<file path="src/rtl/cpu_ctrl_pkg.sv">
// cpu_ctrl_pkg
// Shared definitions for the CPU control unit: instruction field positions,
// opcode values, and the small encodings passed between the decoder and the
// sequencer (operand selects and the post-EXEC next-state class).
package cpu_ctrl_pkg;

  // Instruction word fields
  localparam int OP_HI  = 15;
  localparam int OP_LO  = 12;
  localparam int RA_HI  = 11;
  localparam int RA_LO  = 10;
  localparam int RB_HI  = 9;
  localparam int RB_LO  = 8;
  localparam int IMM_HI = 7;
  localparam int IMM_LO = 0;

  // Opcodes (14 and 15 are treated as HALT)
  localparam logic [3:0] OP_AND   = 4'd0;
  localparam logic [3:0] OP_OR    = 4'd1;
  localparam logic [3:0] OP_ADD   = 4'd2;
  localparam logic [3:0] OP_SUB   = 4'd3;
  localparam logic [3:0] OP_CMP   = 4'd4;
  localparam logic [3:0] OP_ADDI  = 4'd5;
  localparam logic [3:0] OP_SUBI  = 4'd6;
  localparam logic [3:0] OP_CMPI  = 4'd7;
  localparam logic [3:0] OP_LOAD  = 4'd8;
  localparam logic [3:0] OP_STORE = 4'd9;
  localparam logic [3:0] OP_JMP   = 4'd10;
  localparam logic [3:0] OP_JMPR  = 4'd11;
  localparam logic [3:0] OP_JNZ   = 4'd12;
  localparam logic [3:0] OP_LI    = 4'd13;

  // ALU operand 0 source
  localparam logic IN0_RB  = 1'b0;
  localparam logic IN0_IMM = 1'b1;

  // ALU operand 1 source
  localparam logic [1:0] IN1_RA   = 2'd0;
  localparam logic [1:0] IN1_RB   = 2'd1;
  localparam logic [1:0] IN1_ZERO = 2'd2;

  // Where the instruction goes after EXEC (HALT is taken straight from DECODE)
  localparam logic [1:0] NXT_FETCH = 2'd0;
  localparam logic [1:0] NXT_WB    = 2'd1;
  localparam logic [1:0] NXT_MEM   = 2'd2;
  localparam logic [1:0] NXT_HALT  = 2'd3;

endpackage

</file>
<file path="src/rtl/cpu_ctrl_decode.sv">
// ctrl_decode
// Purely combinational opcode decoder for cpu_ctrl.
// Ports:
//   op        in  4  opcode field of the latched instruction
//   in0_sel   out 1  ALU operand 0 source (R[rb] or imm)
//   in1_sel   out 2  ALU operand 1 source (R[ra], R[rb] or zero)
//   nxt       out 2  next-state class after EXEC (or HALT)
//   zf_en     out 1  zero flag is updated in EXEC
//   is_store  out 1  memory access is a store
//   jump      out 1  instruction writes PC in EXEC
//   jump_cond out 1  jump only when the zero flag is clear (JNZ)
module ctrl_decode
  import cpu_ctrl_pkg::*;
(
  input  logic [3:0] op,
  output logic       in0_sel,
  output logic [1:0] in1_sel,
  output logic [1:0] nxt,
  output logic       zf_en,
  output logic       is_store,
  output logic       jump,
  output logic       jump_cond
);

  always_comb begin
    in0_sel   = IN0_IMM;
    in1_sel   = IN1_ZERO;
    nxt       = NXT_FETCH;
    zf_en     = 1'b0;
    is_store  = 1'b0;
    jump      = 1'b0;
    jump_cond = 1'b0;
    case (op)
      OP_AND, OP_OR, OP_ADD, OP_SUB: begin
        in0_sel = IN0_RB;
        in1_sel = IN1_RA;
        nxt     = NXT_WB;
        zf_en   = 1'b1;
      end
      OP_CMP: begin
        in0_sel = IN0_RB;
        in1_sel = IN1_RA;
        zf_en   = 1'b1;
      end
      OP_ADDI, OP_SUBI: begin
        in1_sel = IN1_RA;
        nxt     = NXT_WB;
        zf_en   = 1'b1;
      end
      OP_CMPI: begin
        in1_sel = IN1_RA;
        zf_en   = 1'b1;
      end
      OP_LOAD: begin
        in1_sel = IN1_RB;
        nxt     = NXT_MEM;
      end
      OP_STORE: begin
        in1_sel  = IN1_RB;
        nxt      = NXT_MEM;
        is_store = 1'b1;
      end
      OP_JMP: begin
        jump = 1'b1;
      end
      OP_JMPR: begin
        in1_sel = IN1_RB;
        jump    = 1'b1;
      end
      OP_JNZ: begin
        jump      = 1'b1;
        jump_cond = 1'b1;
      end
      OP_LI: begin
        nxt = NXT_WB;
      end
      default: begin
        nxt = NXT_HALT;
      end
    endcase
  end

endmodule

</file>
<file path="src/rtl/cpu_ctrl.sv">
// cpu_ctrl
// Multi-cycle control unit of the 8-bit CPU. Sequences every instruction
// through FETCH -> DECODE -> EXEC -> [MEM] -> [WB], owns PC and the zero flag,
// and drives the external register file, ALU and both memory ports.
// Ports:
//   clk, rst_n                       clock, synchronous active-low reset
//   imem_req/addr/ack/rdata          instruction fetch port (req/ack)
//   dmem_req/we/addr/wdata/ack/rdata data memory port (req/ack)
//   rf_raddr_a/b, rf_rdata_a/b       register file read ports (comb. read)
//   rf_we/waddr/wdata                register file write port
//   alu_op/in0/in1, alu_out/alu_zf   external combinational ALU
//   pc                               current program counter (debug)
//   halted                           high while in HALT
module cpu_ctrl
  import cpu_ctrl_pkg::*;
#(
  parameter logic [7:0] PC_RESET = 8'h00
) (
  input  logic        clk,
  input  logic        rst_n,
  output logic        imem_req,
  output logic [7:0]  imem_addr,
  input  logic        imem_ack,
  input  logic [15:0] imem_rdata,
  output logic        dmem_req,
  output logic        dmem_we,
  output logic [7:0]  dmem_addr,
  output logic [7:0]  dmem_wdata,
  input  logic        dmem_ack,
  input  logic [7:0]  dmem_rdata,
  output logic [1:0]  rf_raddr_a,
  output logic [1:0]  rf_raddr_b,
  input  logic [7:0]  rf_rdata_a,
  input  logic [7:0]  rf_rdata_b,
  output logic        rf_we,
  output logic [1:0]  rf_waddr,
  output logic [7:0]  rf_wdata,
  output logic [3:0]  alu_op,
  output logic [7:0]  alu_in0,
  output logic [7:0]  alu_in1,
  input  logic [7:0]  alu_out,
  input  logic        alu_zf,
  output logic [7:0]  pc,
  output logic        halted
);

  typedef enum logic [2:0] {
    S_FETCH, S_DECODE, S_EXEC, S_MEM, S_WB, S_HALT
  } state_t;

  state_t      state_q, state_d;
  logic [7:0]  pc_q;
  logic [7:0]  res_q;
  logic [15:0] instr_q;
  logic        zf_q;
  // Cleared while reset is held so the first fetch is only requested in the
  // cycle after rst_n is sampled high, and a pending request drops at once.
  logic        run_q;

  logic [3:0] op;
  logic [1:0] ra, rb;
  logic [7:0] imm;
  assign op  = instr_q[OP_HI:OP_LO];
  assign ra  = instr_q[RA_HI:RA_LO];
  assign rb  = instr_q[RB_HI:RB_LO];
  assign imm = instr_q[IMM_HI:IMM_LO];

  logic       in0_sel, zf_en, is_store, jump, jump_cond;
  logic [1:0] in1_sel, nxt;

  ctrl_decode u_decode (
    .op        (op),
    .in0_sel   (in0_sel),
    .in1_sel   (in1_sel),
    .nxt       (nxt),
    .zf_en     (zf_en),
    .is_store  (is_store),
    .jump      (jump),
    .jump_cond (jump_cond)
  );

  assign imem_addr  = pc_q;
  assign pc         = pc_q;
  assign rf_raddr_a = ra;
  assign rf_raddr_b = rb;
  assign halted     = (state_q == S_HALT);

  always_ff @(posedge clk) begin
    if (!rst_n) begin
      state_q <= S_FETCH;
      pc_q    <= PC_RESET;
      zf_q    <= 1'b1;
      res_q   <= 8'h00;
      instr_q <= 16'h0000;
      run_q   <= 1'b0;
    end else begin
      run_q   <= 1'b1;
      state_q <= state_d;
      case (state_q)
        S_FETCH: begin
          if (run_q && imem_ack) begin
            instr_q <= imem_rdata;
            pc_q    <= pc_q + 8'd1;
          end
        end
        S_EXEC: begin
          res_q <= alu_out;
          if (zf_en) zf_q <= alu_zf;
          // JNZ reads the flag as left by earlier instructions
          if (jump && (!jump_cond || !zf_q)) pc_q <= alu_out;
        end
        S_MEM: begin
          if (dmem_ack && !is_store) res_q <= dmem_rdata;
        end
        default: ;
      endcase
    end
  end

  always_comb begin
    state_d    = state_q;
    imem_req   = 1'b0;
    dmem_req   = 1'b0;
    dmem_we    = 1'b0;
    dmem_addr  = 8'h00;
    dmem_wdata = 8'h00;
    rf_we      = 1'b0;
    rf_waddr   = 2'd0;
    rf_wdata   = 8'h00;
    alu_op     = 4'd0;
    alu_in0    = 8'h00;
    alu_in1    = 8'h00;
    case (state_q)
      S_FETCH: begin
        imem_req = run_q;
        if (run_q && imem_ack) state_d = S_DECODE;
      end
      S_DECODE: begin
        state_d = (nxt == NXT_HALT) ? S_HALT : S_EXEC;
      end
      S_EXEC: begin
        alu_op  = op;
        alu_in0 = (in0_sel == IN0_IMM) ? imm : rf_rdata_b;
        case (in1_sel)
          IN1_RA:  alu_in1 = rf_rdata_a;
          IN1_RB:  alu_in1 = rf_rdata_b;
          default: alu_in1 = 8'h00;
        endcase
        case (nxt)
          NXT_WB:  state_d = S_WB;
          NXT_MEM: state_d = S_MEM;
          default: state_d = S_FETCH;
        endcase
      end
      S_MEM: begin
        dmem_req   = 1'b1;
        dmem_we    = is_store;
        dmem_addr  = res_q;
        dmem_wdata = is_store ? rf_rdata_a : 8'h00;
        if (dmem_ack) state_d = is_store ? S_FETCH : S_WB;
      end
      S_WB: begin
        rf_we    = 1'b1;
        rf_waddr = ra;
        rf_wdata = res_q;
        state_d  = S_FETCH;
      end
      S_HALT: begin
        state_d = S_HALT;
      end
      default: begin
        state_d = S_FETCH;
      end
    endcase
  end

endmodule
</file>
<file path="config.mk">
export PLATFORM = sky130hd
export DESIGN_NAME = cpu_ctrl
export DESIGN_NICKNAME = d
export VERILOG_FILES = /design/src/rtl/cpu_ctrl_pkg.sv /design/src/rtl/cpu_ctrl_decode.sv /design/src/rtl/cpu_ctrl.sv
export SDC_FILE = /design/constraint.sdc
export NUM_CORES = 1
export LEC_CHECK = 0
export ABC_AREA = 0
export CAP_MARGIN = 30
export CORE_ASPECT_RATIO = 0.9
export CORE_MARGIN = 2
export CORE_UTILIZATION = 36
export CTS_CLUSTER_DIAMETER = 30
export DETAILED_ROUTE_END_ITERATION = 8
export MAX_ROUTING_LAYER = met4
export PLACE_DENSITY = 0.78
export SYNTH_ARGS = -nofsm -noshare
export SYNTH_HDL_FRONTEND = slang
export SYNTH_SLANG_ARGS = --single-unit
</file>
<file path="constraint.sdc">
create_clock -name clk -period 1.6 [get_ports clk]
set_clock_uncertainty 0.1 [all_clocks]
set_input_delay 0.24 -clock clk [delete_from_list [all_inputs] [get_ports clk]]
set_output_delay 0.24 -clock clk [all_outputs]
set_load 0.02 [all_outputs]
</file>
==> run_1/m1.png <==
Scale bar: 20 um.
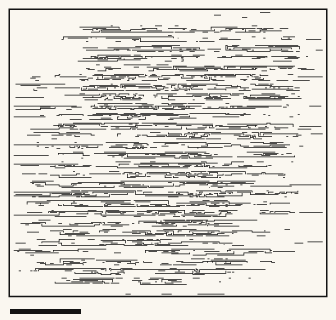
main direction	horizontal
share of all routed wire	40%
longest straight run	30.8 um
nets with wire on the layer	479
wire length on this layer	4410 um
Vias: 3138
met1 Usage GRT: 34.8%
routed wire length: 10.9 mm

==> run_1/m2.png <==
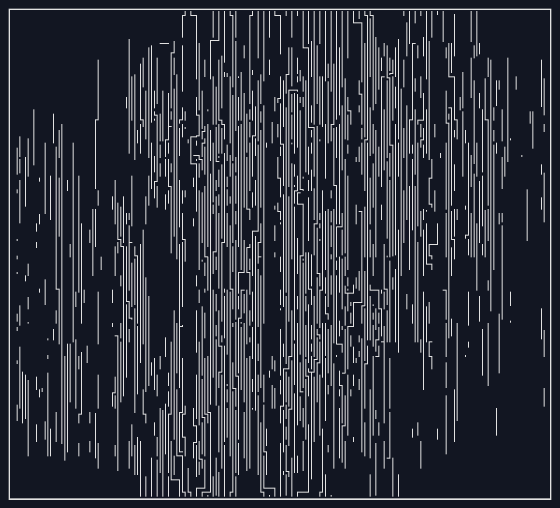
wire length on this layer	5590 um
nets with wire on the layer	488
share of all routed wire	51%
met2 Usage GRT: 49.9%

==> flow_summary.ini, run 1 <==
; synthesis and place-and-route metrics
[final_timing]
worst_slack_ns = -0.498
min_period_ns = 2.10
max_freq_ghz = 0.477
rsz0062_at_grt = true
hold_viol_final = 0
final-max-slew-violation-count = 0
setup_viol = 69

[run_status]
violations = setup timing
outcome = finished with violations

[synth]
yosysWarningCount = 0
yosysCellCount = 307
synth.net_count = 361
synth_top_flop_cell = dfxtp_1
xor_share_pct = 0
adder_share_pct = 0.540
synth.avg_cell_area_um2 = 7.55
syn_area_um2 = 2320

[worst_setup_path]
start_kind = flip-flop
path_cells = or3b_4 > a2111oi_4 > buf_6 > a22o_1 > buf_6
r2r-end = res_q[6]
crit_arrival_ns = 1.76
cp.depth = 5
rrSetupSlack_ns = -0.28
crit_path_end_kind = primary output
cp_common_cell = buf_6
cp_num_buf_inv = 2
crit_fanout = 8

[die]
die_h_um = 80.1
num_rows = 27
boundaryPins = 124
fp_util_pct = 37.5

[cells_and_area]
mi_logic_area_um2 = 1850
lay_top_cells = nand2_1 (65), buf_6 (61), buf_4 (54)
final_common_cell = nand2_1
instances_no_fill = 569
syn_to_final_growth_pct = 107
num_antenna_cells = 0
stdcell_area_um2 = 4800
flop_area_um2 = 757

[drt]
wire_per_inst_um = 19.2
dr.pass1.iters = 7

[grt]
grt_max_degree = 20
grt_busiest_layer = met2

[cts]
clock_path_buffers = 2
cts_buffers = 5
clk_pin_slew_ns = 0.07
clk_latency_ns = 0.29

[power]
power_mw = 2.93
p_per_area_nw_per_um2 = 611

[placement]
hpwl_mm = 5.96
placedCellCount = 529

[flow_run]
tool_warnings = 29
==> run_1/m3.png <==
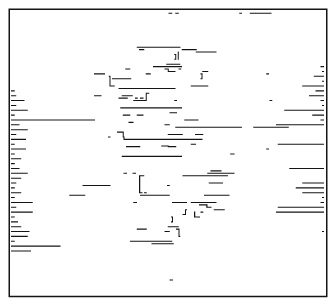
share of all routed wire	5.1%
nets with wire on the layer	109
longest straight run	23.2 um
met3 Use GR: 3.70%

-- run 1: report_power, final --
part	internal, mW	switching, mW
logic	0.622	0.576
clock network	0.342	0.334
registers	0.990	0.0682
-- run 1: repair_timing --
action                     CTS  global route
setup endpoints to repair  101            89
setup buffers               27             5
pin swaps                   32            16
gates cloned                 4             0
resized                    389            39
-- run 1: final cells by class --
cell class | instances | area share, %
timing repair buffer | 196 | 40.7
multi-input combinational | 234 | 38.6
sequential | 37 | 15.8
tap | 87 | 2.27
clock buffer | 7 | 1.80
inverter | 7 | 0.704
timing repair inverter | 1 | 0.156
-- run 1: flip-flops by register name, indices dropped and copies added, names as in the netlist --
| name | cells |
|---|---|
| run_q | 1 |
| instr_q | 16 |
| imem_addr | 8 |
| res_q | 8 |
| zf_q | 1 |
| state_q | 3 |
-- run 1: Yosys cell counts, drive strengths merged (2+ instances only) --
cell | number | area share (%)
a21boi | 17 | 5.5
clkbuf | 11 | 1.8
o31ai | 2 | 0.65
a31o | 3 | 1.1
nor3b | 3 | 1.4
and2 | 30 | 8.1
buf | 20 | 5.7
o21ai | 11 | 2.4
nor2 | 26 | 4.4
nand3b | 2 | 0.65
nand2 | 68 | 11
nor4b | 2 | 1.4
nor2b | 2 | 0.54
and3 | 2 | 0.54
nand3 | 9 | 1.9
mux2i | 9 | 3.9
a22o | 8 | 3.0
dfxtp | 37 | 32
inv | 6 | 0.97
o21a | 4 | 1.3
a21oi | 8 | 1.7
a311oi | 8 | 3.0
-- run 1: metal layers --
metal  part of all wire (%)  vias to the layer above
met5                      0                        -
met4                    3.5                        0
met3                    5.1                       44
met2                     51                      180
met1                     40                     1508
li1                       -                     1406
## Run 2: what changed since run 1
- CAP_MARGIN: 30 -> not set
==> run_2/m4.png <==
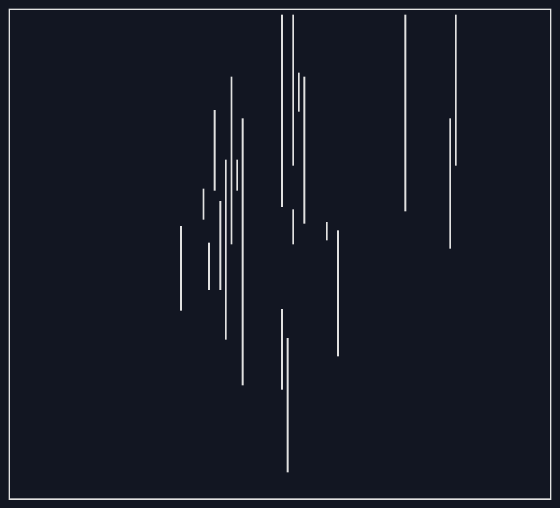
wire length on this layer	384 um
longest straight run	43.5 um
share of all routed wire	3.5%

==> flow_summary.ini, run 2 <==
; synthesis and place-and-route metrics
[worst_setup_path]
cp_num_buf_inv = 2
start_kind = flip-flop
cp.depth = 5
crit_fanout = 8
cp_common_cell = buf_6
crit_arrival_ns = 1.76
crit_path_end_kind = primary output
crit_family = simple AND/OR/NAND/NOR gates
cp.required_ns = 1.26
path_cells = or3b_4 > a2111oi_4 > buf_6 > a22o_1 > buf_6

[final_timing]
finalCritPeriodShare_pct = 131
rsz0062_at_grt = true
max_freq_ghz = 0.477
worst_slew_pin_slew_ns = 0.388
final-max-slew-violation-count = 0
fin_hold_ws_ns = 0.354
worst_slack_ns = -0.498
hold_viol_final = 0
setup_viol = 69
min_period_ns = 2.10

[synth]
synth_top_flop_cell = dfxtp_1
yosys-stat-area_um2 = 2320
async_flop_share_pct = 0
edf_count = 0
postSynthSeqShare_pct = 31.9
syn_inst = 307
synth.most_common_cell = nand2_1
top_cells_by_count = nand2_1 (67), dfxtp_1 (37), and2_1 (30)
synth.net_count = 361
area_leaders = dfxtp_1 (32%), nand2_1 (11%), and2_1 (8.1%)
largest_area_cell = dfxtp_1
synth.avg_cell_area_um2 = 7.55
syn_area_um2 = 2320
yosysWarningCount = 0
yosysCellCount = 307
top_area_share_pct = 31.9

[cts]
tritoncts = done
clock_path_buffers = 2
clk_pin_slew_ns = 0.07
cts.htree.levels = 2
cts_sinks = 37
clk_latency_ns = 0.29
cts_root_buffer = clkbuf_8
cts_buffers = 5

[grt]
grtUsageTotal_pct = 29.6
use_met2_pct = 49.9
antenna_found_initial = 0
use_met3_pct = 3.70
grt_max_degree = 20
grt_busiest_layer = met2
use_met1_pct = 34.8
grt_pass1_vias = 3133

[flow_run]
max_cap_violations = 0
tool_warnings = 29

[placement]
place_area_um2 = 3960
hpwl_mm = 5.96

[cells_and_area]
num_antenna_cells = 0
stdcell_area_um2 = 4800
final_common_cell = nand2_1
fin_nets = 536
regMostFlops = instr_q
mi_logic_area_um2 = 1850
layout-drive-gt1-share_pct = 45.6
largest_reg_flops = 16
syn_to_final_growth_pct = 107
flop_area_um2 = 757
lay_top_cells = nand2_1 (65), buf_6 (61), buf_4 (54)

[die]
coreArea_um2 = 6180
die_h_um = 80.1
fp_util_pct = 37.5
boundaryPins = 124
num_rows = 27

[drt]
dr.pass1.iters = 7
drt_wl_total_mm = 10.9
vias = 3138
wire_per_inst_um = 19.2

[run_status]
outcome = finished with violations
violations = setup timing

[power]
p_per_area_nw_per_um2 = 611
peakVddDrop_mv = 0.324
-- run 2: worst paths after layout --
check	start	to	slack, ns
hold reg to reg	instr_q[9]	instr_q[9]	0.35
setup / recovery	state_q[2]	alu_in1[4]	-0.50
setup reg to reg	state_q[2]	res_q[6]	-0.28
hold / removal	instr_q[9]	instr_q[9]	0.35
-- run 2: kinds of logic after synthesis --
family	after synthesis	share of synthesized area, %
flip-flops	37	31.9
buffers and inverters	38	8.63
AND/OR/NAND/NOR	151	32.4
adder cells (fa/ha/maj)	1	0.540
AND-OR/OR-AND	71	22.6
multiplexers	9	3.89
-- run 2: where the power goes --
part | total, mW | switching [mW] | internal, mW
registers | 1.06 | 0.0682 | 0.990
logic | 1.20 | 0.576 | 0.622
clock network | 0.676 | 0.334 | 0.342
-- run 2: stage by stage --
| stage | utilization, % | std cells | setup slack (ns) | total power, mW |
|---|---|---|---|---|
| floorplan | - | 307 | -0.237 | 1.53 |
| detailed placement | 64.0 | 529 | -0.729 | 1.91 |
| global route | 77.6 | 569 | -0.564 | 3.03 |
| global placement | 64.0 | 529 | -0.678 | 1.90 |
| finish | 77.6 | 569 | -0.498 | 2.93 |
| CTS | 75.0 | 566 | -0.459 | 2.80 |
-- run 2: routing by layer --
metal,vias up,routed length [um]
met5,-,0
met4,0,384
met3,44,557
met2,180,5590
met1,1508,4410
li1,1406,-
-- run 2: what timing repair did --
item                                    in CTS  in global routing
hold endpoints to repair                     0                  0
resized                                    389                 39
endpoints found under the setup margin     101                 89
pin swaps                                   32                 16
buffers inserted                            27                  5
gates cloned                                 4                  0
-- run 2: layout make-up --
cell class	instances	area share (%)
clock buffers	7	1.80
repair inverters	1	0.156
multi-input cells	234	38.6
repair buffers	196	40.7
flip-flops and latches	37	15.8
inverters	7	0.704
well taps	87	2.27
Power and IR drop assume default switching activity.
